<file path="config.mk">
export PLATFORM = sky130hd
export DESIGN_NAME = finalizer_hpf
export DESIGN_NICKNAME = d
export VERILOG_FILES = /design/src/rtl/finalizer_snd_pkg.sv /design/src/rtl/finalizer_sat16.sv /design/src/rtl/finalizer_hpf.sv
export SDC_FILE = /design/constraint.sdc
export NUM_CORES = 1
export LEC_CHECK = 0
export CAP_MARGIN = 20
export CORE_MARGIN = 1
export CORE_UTILIZATION = 65
export CTS_BUF_LIST = sky130_fd_sc_hd__clkbuf_16
export DETAILED_ROUTE_END_ITERATION = 8
export PLACE_DENSITY = 0.9
export SLEW_MARGIN = 20
export SYNTH_ARGS = -nofsm -noshare
export SYNTH_HDL_FRONTEND = slang
export SYNTH_SLANG_ARGS = --single-unit
</file>
<file path="constraint.sdc">
create_clock -name clk -period 29.1 [get_ports clk]
set_clock_uncertainty 0.05 [all_clocks]
set_input_delay 7.275 -clock clk [delete_from_list [all_inputs] [get_ports clk]]
set_output_delay 7.275 -clock clk [all_outputs]
set_load 0.02 [all_outputs]
</file>
<file path="src/rtl/finalizer_snd_pkg.sv">
// Shared widths, defaults and FSM state type for the finalizer sound path.
// Imported by the DC-blocking high-pass and its helpers.
package finalizer_snd_pkg;

  localparam int AUDIO_W     = 16;
  localparam int COEF_W      = 18;
  localparam int COEF_FRAC   = 17;
  localparam int ACC_W       = 40;
  localparam int PROD_W      = 2 * COEF_W;
  localparam int DIV_DEFAULT = 128;

  typedef enum logic [1:0] {
    IDLE,
    MUL_X,
    MUL_Y,
    SUM
  } hpf_st_t;

endpackage

</file>
<file path="src/rtl/finalizer_sat16.sv">
// Round-half-up, arithmetic shift and saturate a Q.17 accumulator
// down to a signed 16-bit audio sample.
module finalizer_sat16
  import finalizer_snd_pkg::*;
(
  input  logic signed [ACC_W-1:0]   acc,
  output logic signed [AUDIO_W-1:0] y
);

  localparam int SH_W = ACC_W - COEF_FRAC;

  localparam logic signed [ACC_W-1:0] HALF =
    ACC_W'(1) << (COEF_FRAC - 1);

  localparam logic signed [SH_W-1:0] MAXV =
    SH_W'(2 ** (AUDIO_W - 1) - 1);

  localparam logic signed [SH_W-1:0] MINV =
    SH_W'(-(2 ** (AUDIO_W - 1)));

  logic signed [ACC_W-1:0] rnd;
  logic signed [SH_W-1:0]  r;

  always_comb begin
    rnd = acc + HALF;
    r   = SH_W'(rnd >>> COEF_FRAC);
    if (r > MAXV) begin
      y = {1'b0, {(AUDIO_W-1){1'b1}}};
    end else if (r < MINV) begin
      y = {1'b1, {(AUDIO_W-1){1'b0}}};
    end else begin
      y = r[AUDIO_W-1:0];
    end
  end

endmodule

</file>
<file path="src/rtl/finalizer_hpf.sv">
// First-order DC-blocking high-pass on the mixed audio bus; one shared
// 18x18 multiplier sequenced by a four-state FSM per sample strobe.
module finalizer_hpf
  import finalizer_snd_pkg::*;
#(
  parameter int DIV = DIV_DEFAULT,
  parameter logic signed [COEF_W-1:0] B1 = 18'sd131050,
  parameter logic signed [COEF_W-1:0] A1 = 18'sd131029
) (
  input  logic                      clk,
  input  logic                      reset,
  input  logic                      bypass,
  input  logic signed [AUDIO_W-1:0] in,
  output logic signed [AUDIO_W-1:0] out,
  output logic                      out_valid
);

  localparam int CNT_W = (DIV > 1) ? $clog2(DIV) : 1;

  if (DIV < 4) begin : g_div_chk
    $error("finalizer_hpf: DIV must be >= 4");
  end

  hpf_st_t                   st;
  logic [CNT_W-1:0]          cnt;
  logic                      strobe;
  logic                      byp;
  logic signed [AUDIO_W-1:0] x_cur;
  logic signed [AUDIO_W-1:0] x1;
  logic signed [AUDIO_W-1:0] y1;
  logic signed [ACC_W-1:0]   acc;

  logic signed [AUDIO_W:0]   d;
  logic signed [COEF_W-1:0]  ma;
  logic signed [COEF_W-1:0]  mb;
  logic signed [PROD_W-1:0]  prod;
  logic signed [ACC_W-1:0]   prod_ext;
  logic signed [AUDIO_W-1:0] r;

  assign strobe = (cnt == CNT_W'(DIV - 1));

  // Single multiplier: B1*d in MUL_X, A1*y1 otherwise.
  always_comb begin
    d = {x_cur[AUDIO_W-1], x_cur}
      - {x1[AUDIO_W-1], x1};
    ma = A1;
    mb = {y1[AUDIO_W-1], y1[AUDIO_W-1], y1};
    unique case (1'b1)
      (st == MUL_X): begin
        ma = B1;
        mb = {d[AUDIO_W], d};
      end
      default: ;
    endcase
    prod     = PROD_W'(ma) * PROD_W'(mb);
    prod_ext = ACC_W'(prod);
  end

  finalizer_sat16 u_sat (
    .acc (acc),
    .y   (r)
  );

  always_ff @(posedge clk or negedge reset) begin
    if (!reset) begin
      cnt       <= '0;
      st        <= IDLE;
      byp       <= 1'b0;
      x_cur     <= '0;
      x1        <= '0;
      y1        <= '0;
      acc       <= '0;
      out       <= '0;
      out_valid <= 1'b0;
    end else begin
      out_valid <= 1'b0;
      cnt       <= strobe ? '0 : cnt + CNT_W'(1);
      unique case (st)
        IDLE: begin
          if (strobe) begin
            x_cur <= in;
            byp   <= bypass;
            st    <= MUL_X;
          end
        end
        MUL_X: begin
          acc <= prod_ext;
          st  <= MUL_Y;
        end
        MUL_Y: begin
          acc <= acc + prod_ext;
          st  <= SUM;
        end
        SUM: begin
          // Bypass reseeds state so leaving it has no step.
          if (byp) begin
            out <= x_cur;
            y1  <= '0;
          end else begin
            out <= r;
            y1  <= r;
          end
          x1        <= x_cur;
          out_valid <= 1'b1;
          st        <= IDLE;
        end
        default: st <= IDLE;
      endcase
    end
  end

endmodule

</file>
==> run_1/power_grid.png <==
Bar = 50 um. Pins as bars on the die edge. Tap cells in gray.
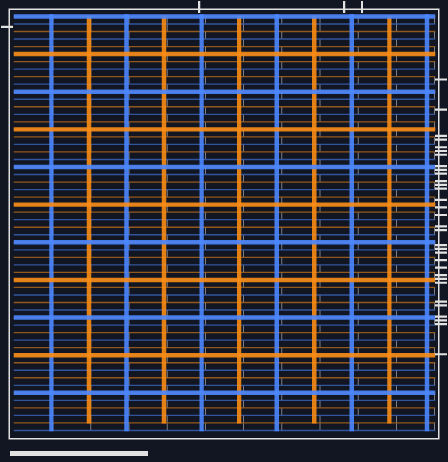
VSS: drawn in blue. VDD: drawn in orange.
11 straps on met4. 56 met1 rails follow the rows. 11 straps on met5. 36 signal pins sit on the boundary.

==> run_1/clk_routes.png <==
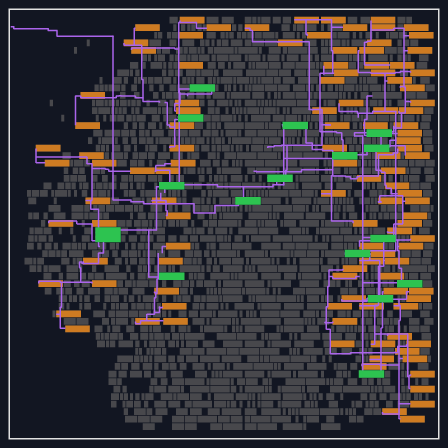
clock drivers: drawn in green, count 17. clock wires: drawn in purple, length 2,050 um. flip-flops: drawn in orange, count 115.
There are 18 routed clock nets. Position of the flops: widely spread.

==> run_1/placement.png <==
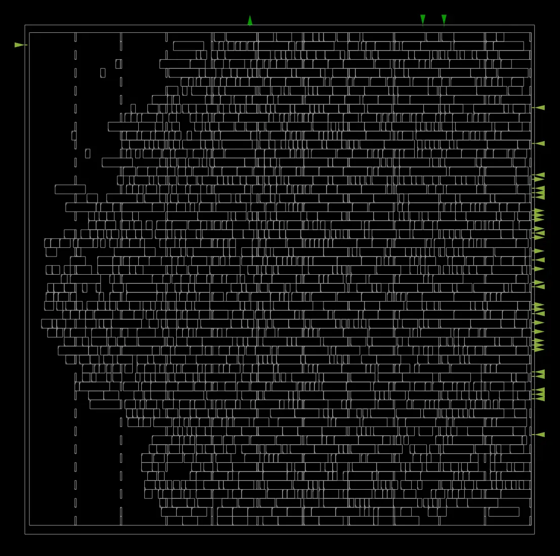
FILL cells: 1,519
final standard cell count with taps included and fillers excluded: 2,024
count of flip-flops and latches: 115

## run 1: metrics by stage
| step | utilization, % | std cells |
|---|---|---|
| after floorplan | - | 1699 |
| after global placement | 68.96 | 1993 |
| after detailed placement | 68.96 | 1993 |
| after CTS | 71.62 | 2024 |
| after global routing | 71.65 | 2024 |
| final | 71.65 | 2024 |
## run 1: logic make-up (layout without fill, tap and decap cells)
family / count (synthesis) / count (layout) / synth area share [%]
and+or+nand+nor: 397 / 397 / 12.40
DFF: 115 / 115 / 19.00
xor gates and xnor gates: 91 / 91 / 5.312
AOI/OAI and AO/OA: 365 / 365 / 16.42
other: 2 / 4 / 0.04958
adders and majority gates: 347 / 347 / 35.70
muxes: 36 / 36 / 2.544
buffers and inverters: 344 / 356 / 8.567
## run 1: synth_stat cells, types with 13 or more instances
cell / n
o211ai_1: 13
nand2_1: 151
nand2b_1: 14
fa_1: 142
mux2i_1: 16
inv_1: 285
o221ai_1: 16
nand3_1: 27
xor2_1: 37
dfrtp_1: 115
and3_1: 19
a31oi_1: 13
o21ai_0: 74
mux2_2: 20
nor2_1: 99
nor2b_1: 13
a21o_1: 48
clkbuf_1: 50
xnor2_1: 53
a21oi_1: 94
ha_1: 205
nand4_1: 15
## run 1: worst max path at each step
stage,endpoint,cells past startpoint
detailed placement,acc[39],37
finish,acc[39],37
floorplan,acc[39],41
global placement,acc[39],40
CTS,acc[39],40
global route,acc[39],40
## run 1: sequential cells by signal, summed over array words and instances, names as in the netlist
register,flops
y1,16
out_valid,1
byp,1
cnt,7
acc,40
x_cur,16
x1,16
st,2
out,16
## run 1: worst reg2reg max path: cells and delay by family (launching register included)
family	cells	cell delay [ns]
AND-OR/OR-AND	13	3.03
XOR/XNOR	1	0.46
flip-flops	1	0.44
adder cells (fa/ha/maj)	9	4.39
AND/OR/NAND/NOR	11	2.35
buffers and inverters	3	0.24
## run 1: power groups by stage
stage,Sequential [mW],Combinational [mW],Clock [mW]
floorplan,0.165,0.0168,0
global placement,0.166,0.0252,0
detailed placement,0.166,0.0257,0
CTS,0.163,0.0268,0.223
global route,0.163,0.0298,0.229
finish,0.163,0.0270,0.225
## run 1: layout make-up
cell class	count	area [sq um]
multi-input cells	1240	10990
fillers	1519	6457
repair buffers	40	385.4
inverters	285	1070
flip-flops and latches	115	2878
clock inverters	14	180.2
well taps	313	391.6
clock buffers	17	425.4
## run 1: routing by layer
layer  GRT usage, %  up-vias  part of all wire (%)  wire length (um)
li1               -     5681                     -                 -
met1          41.94     6018                    39             15500
met2          60.72      555                    49             19400
met3          7.061      150                   7.3              2889
met4          16.60        0                   4.1              1636
met5              0        -                     0                 0
==> flow_summary.toml, run 1 <==
# generated from flow reports
[cts]
worst_skew_late_latency_ns = 0.44
number_of_buffers_created_by_cts = 17
post_cts_resized = 0
cts.sink_count = 115
cts_hold_buffers = 0
cts-htree-levels = 4
post_cts_setup_buffer_count = 0
cts-root-buf = "clkbuf_16"
worst_setup_hold_path_clk_slew_ns = 0.06
clockBufferDepth = 2

[floorplan]
std_cell_rows = 55
floorplanUtilization_pct = 66.49
core_region_area_sq_um = 22780
die-height_um = 154.6
die_x_um = 154.6
dieArea_sq_um = 23920
design.portCount = 36

[synthesis]
synth.yosys.seq_area_share_pct = 19.00
ys_cells = 1697
synth-edff-count = 0
yosysWarningCount = 0
top_cells_by_area_synth = "dfrtp_1 19%, fa_1 19%, ha_1 17%, inv_1 7.1%, nand2_1 3.7%"
synth.cell_area_sq_um = 15150
ys.flops = 115
avgSynthCellArea_sq_um = 8.925
top_cell_area_share_pct = 19.00
synth.distinct_cells = 88
async_reset_ff_share_pct = 100.0
synth.largest_area_cell = "dfrtp_1"
cell_count_after_synthesis = 1697
ys_area_sq_um = 15150
ff_type = "dfrtp_1"

[layout]
areaGrowthSynthToFinish_pct = 7.757
most-common-layout-cells = "285 x inv_1, 203 x ha_1, 151 x nand2_1, 142 x fa_1, 115 x dfrtp_1"
post_route_cells_drive_above_1_share_pct = 5.611
design_area_sq_um = 16320
nets = 2065
layout_top_cell = "inv_1"
diodes = 0

[final_timing]
final-max-slew-violation-count = 0
layout_setup_ws_ns = 18.06
post-route-period-util_pct = 37.93
hold_viol_final = 0
headroom_to_the_max_slew_limit_pct = 30.29
fin_tns_setup_ns = 0
finalSetupViolations = 0
fmax_mhz = 90.61
min_period_ns = 11.04
grt_setup_unrepaired = "false"
worst_slew_pin_slew_ns = 1.042

[global_routing]
global_route.usage.total_pct = 35.09
grt-ovfl-total = 0
antenna_found_initial = 0
first_global_vias = 13070
grt_max_degree = 81
grt_pass1_wl_um = 65800

[power_and_ir_drop]
power.switching_uw = 107.5
leakage_nw = 8.837
power.share.sequential_pct = 39.3
pwr-share-comb_pct = 6.5
cell_internal_pwr_uw = 307.5
power_per_cell_area_nw_per_um2 = 25.43
totalPowerFinal_uw = 415.0
vdd.ir_drop.worst_mv = 0.03143
p_sw_share_pct = 25.90

[worst_setup_path]
critPathBufInv = 3
r2r-start = "x_cur[1]"
setup.worst_path.end_class = "flip-flop"
beginning_of_the_critical_path = "x_cur[1]"
worst-setup-path-type = "flip-flop to flip-flop"
crit_required_ns = 29.41
worst-endpoint-arrival_ns = 11.35
r2r_slack_ns = 18.06
regToRegEndpoint = "acc[39]"
critPathMaxFanout = 9
path_delay_family = "adder cells"
critical_path.max_stage_delay_ns = 0.65
r2r_cells = 37
worst_setup_path_start_kind = "flip-flop"
timing.critical_path.slowest_stage_cell = "fa_1"
crit_top_cell = "fa_1"

[run]
tool_warnings = 46
max_cap_viol_count = 0

[placement]
port_buffers = 35
gp_congestion = 0.9594
dpl.hpwl_um = 29900
post-place-ws_ns = 18.35
post_dp_cell_area_sq_um = 15710

[hold_path]
min_delay_path_depth = 1
hold_start = "cnt[4]"
worstHoldPathType = "flip-flop to flip-flop"
worst_hold_path.endpoint = "cnt[4]"

[outcome]
status = "finished clean"

[route]
wl_per_cell_um = 19.48
route.detailed.drc = 0
routed_wire_length_um = 39420
via_count_of_the_routed_design = 12400
routed_via_density = 6.128
final_antenna_net_count = 0
tritonroute_pass_1_iters = 6
detail_route.iter0.violations = 1108
==> run 2: changes to the inputs <==
- CORE_UTILIZATION: 65 -> 59
- PLACE_DENSITY: 0.9 -> 0.86
- clock period: 29.1 -> 9.9 ns (I/O delays scaled with it)
==> run_2/placement_by_type.png <==
Bar = 50 um.
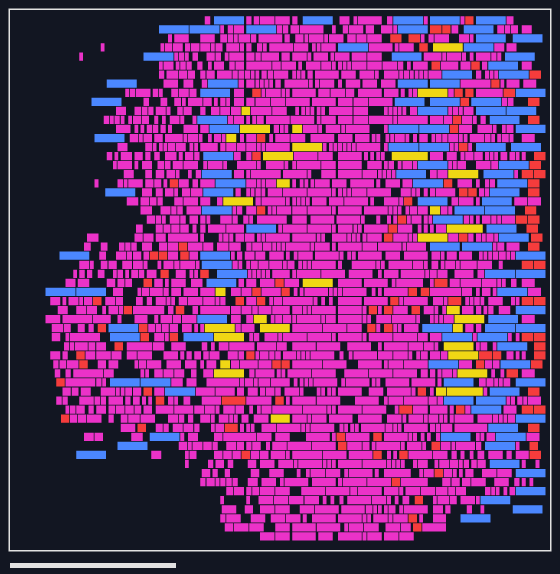
flops: drawn in blue, cells 115, share of their area 17%. other buffers and delay cells: drawn in red, cells 121, share of their area 6.0%. combinational and other logic: drawn in magenta, cells 1,525, share of their area 74%. clock drivers and dummy loads: drawn in yellow, cells 32, share of their area 3.7%.

==> run_2/power_grid.png <==
Bar = 50 um. Pins as bars on the die edge. Tap cells in gray.
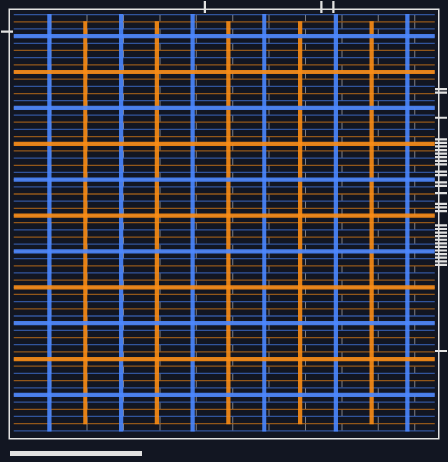
VSS: drawn in blue. VDD: drawn in orange.
36 signal pins sit on the boundary. 11 straps on met4. The core has 58 rows. 59 met1 rails follow the rows.

==> run 2 against run 1 <==
Net effect: the run now ends with setup timing left; synthesized cell count did not move; worst setup slack lost 18 ns; fmax increased by 11%; wire length up 11%; sequential power rose to 2.9 times the previous value; clock-buffer cell count unchanged; combinational power rose to 3.4 times the previous value; register-to-register slack worse by 18 ns; final cell count is 4.9% higher; power rose to 3.1 times the previous value; global-route usage is 3.1 points lower.
==> flow_summary.toml, run 2 <==
# generated from flow reports
[layout]
registers.top_by_ff_count = "acc"
final_util_pct = 69.95
nets = 2146
final.fill_count = 1631
post_route_cells_drive_above_1_share_pct = 15.62
largest_reg_flops = 40
areaGrowthSynthToFinish_pct = 16.31
layout_top_cell = "inv_1"
final_cells = 2123
diodes = 0
design_area_sq_um = 17620
most-common-layout-cells = "271 x inv_1, 182 x ha_1, 148 x nand2_1, 138 x fa_1, 115 x dfrtp_1"

[worst_setup_path]
worst-setup-path-type = "flip-flop to flip-flop"
regToRegEndpoint = "acc[39]"
crit_top_cell = "fa_1"
r2r_slack_ns = -0.01
crit_required_ns = 10.21
critPathMaxFanout = 4
r2r-start = "x1[1]"
r2r_cells = 42
worst_setup_path_start_kind = "flip-flop"
setup.worst_path.end_class = "flip-flop"
worst-endpoint-arrival_ns = 10.22
timing.critical_path.slowest_stage_cell = "fa_2"
critical_path.max_stage_delay_ns = 0.61

[synthesis]
synth-edff-count = 0
ys_cells = 1697
synth.yosys.seq_area_share_pct = 19.00
yosysWarningCount = 0
top_cells_by_area_synth = "dfrtp_1 19%, fa_1 19%, ha_1 17%, inv_1 7.1%, nand2_1 3.7%"
synth.largest_area_cell = "dfrtp_1"
avgSynthCellArea_sq_um = 8.925
cell_count_after_synthesis = 1697
ys_area_sq_um = 15150
synth.distinct_cells = 88
async_reset_ff_share_pct = 100.0
ys.flops = 115
top_cell_area_share_pct = 19.00
synth_top_cell_by_count = "inv_1"
ff_type = "dfrtp_1"
synth.cells.most_frequent = "285 x inv_1, 205 x ha_1, 151 x nand2_1"
synth.cell_area_sq_um = 15150

[floorplan]
design.portCount = 36
die-height_um = 162.2
floorplanUtilization_pct = 60.15
core_region_area_sq_um = 25180
dieArea_sq_um = 26320
std_cell_rows = 58
die_x_um = 162.2

[global_routing]
grt_pass1_wl_um = 66410
global_route.usage.total_pct = 32.02
first_global_vias = 13310
grt-ovfl-total = 0
grt_max_degree = 80
antenna_found_initial = 0

[power_and_ir_drop]
pwr-share-comb_pct = 7.2
p_clk_share_pct = 55.0
totalPowerFinal_mw = 1.270
power_per_cell_area_nw_per_um2 = 72.07
cell_internal_pwr_uw = 922.7
vdd.ir_drop.worst_mv = 0.1086
p_sw_share_pct = 27.32
power.share.sequential_pct = 37.7
power.switching_uw = 346.8
leakage_nw = 9.357

[cts]
cts-htree-levels = 4
cts-root-buf = "clkbuf_16"
cts_hold_buffers = 0
cts.sink_count = 115
worst_skew_late_latency_ns = 0.44
worst_setup_hold_path_clk_slew_ns = 0.06
tritoncts_clock_tree = "done"
clockBufferDepth = 2
number_of_buffers_created_by_cts = 17

[placement]
post_dp_cell_area_sq_um = 16110
port_buffers = 35
dpl.hpwl_um = 29950
placed_cells = 2061
gp_congestion = 0.9420
post-place-ws_ns = -0.3425

[route]
wl_per_cell_um = 20.59
routed_via_density = 6.244
detail_route.iter0.violations = 1455
final_antenna_net_count = 0
routed_wire_length_um = 43700
tritonroute_pass_1_iters = 9
route.detailed.drc = 0
via_count_of_the_routed_design = 13260

[final_timing]
final-max-slew-violation-count = 0
finalSetupViolations = 1
hold_viol_final = 0
headroom_to_the_max_slew_limit_pct = 32.02
fin_tns_setup_ns = -0.01446
layout_setup_ws_ns = -0.01446
fmax_mhz = 100.9
min_period_ns = 9.914
worst_slew_pin_slew_ns = 1.016
post-route-period-util_pct = 100.1
post_route_hold_slack_ns = 0.4265
grt_setup_unrepaired = "true"

[hold_path]
hold_start = "cnt[4]"
worstHoldPathType = "flip-flop to flip-flop"
worst_hold_path.endpoint = "cnt[4]"
min_delay_path_depth = 1

[run]
max_cap_viol_count = 0
tool_warnings = 48

[outcome]
violated_checks = "setup timing"
status = "finished with violations"
## run 2: power by group through the flow
stage / registers, mW / clock network (mW) / logic (mW)
final: 0.479 / 0.699 / 0.0918
after floorplan: 0.485 / 0 / 0.0495
after global routing: 0.479 / 0.720 / 0.100
after detailed placement: 0.487 / 0 / 0.0792
after CTS: 0.479 / 0.697 / 0.0829
after global placement: 0.487 / 0 / 0.0777
## run 2: how the worst max path moves through the flow
| stage | to | slack [ns] | start |
|---|---|---|---|
| floorplan | acc[39] | 0.18 | x_cur[0] |
| global placement | acc[38] | -0.08 | x_cur[0] |
| detailed placement | acc[38] | -0.34 | x_cur[0] |
| CTS | acc[39] | -0.02 | x1[1] |
| global route | acc[36] | -0.38 | x1[1] |
| finish | acc[39] | -0.01 | x1[1] |
## run 2: timing repair
item,4_1_cts,5_1_grt
resized,30,107
setup buffers,10,20
pin swaps,26,83
setup endpoints to repair,13,16
hold endpoints to repair,0,0
## run 2: metal layers
layer | wire [um] | vias up | global-route usage, %
met5 | 0 | - | 0
met3 | 3512 | 209 | 7.099
met4 | 2238 | 0 | 14.15
met2 | 21520 | 722 | 54.93
li1 | - | 5837 | -
met1 | 16430 | 6487 | 38.35
## run 2: worst max-delay path: cells and delay by family (launching register included)
family          cells  cell delay [ns]
compound gates     17             3.06
xor+xnor            2             0.38
fa+ha+maj           9             4.16
buf+inv             7             0.59
flops               1             0.39
mux                 1             0.31
simple gates        6             0.90
## run 2: cell families (layout without fill, tap and decap cells)
logic type / after synthesis / in the layout / synth area share (%)
AND/OR/NAND/NOR: 397 / 397 / 12.40
AND-OR/OR-AND: 365 / 365 / 16.42
adder cells (fa/ha/maj): 347 / 347 / 35.70
buffers and inverters: 344 / 438 / 8.567
flip-flops: 115 / 115 / 19.00
XOR/XNOR: 91 / 91 / 5.312
multiplexers: 36 / 36 / 2.544
other: 2 / 4 / 0.04958
## run 2: final cells by class
type / instances / area [sq um] / area share [%]
repair buffers: 121 / 1025 / 5.817
multi-input cells: 1240 / 11600 / 65.83
flip-flops and latches: 115 / 2878 / 16.34
clock buffers: 17 / 425.4 / 2.415
inverters: 285 / 1070 / 6.073
clock inverters: 15 / 209.0 / 1.186
well taps: 330 / 412.9 / 2.344
Power figures rest on the tool's default switching activity, not on a simulated workload.
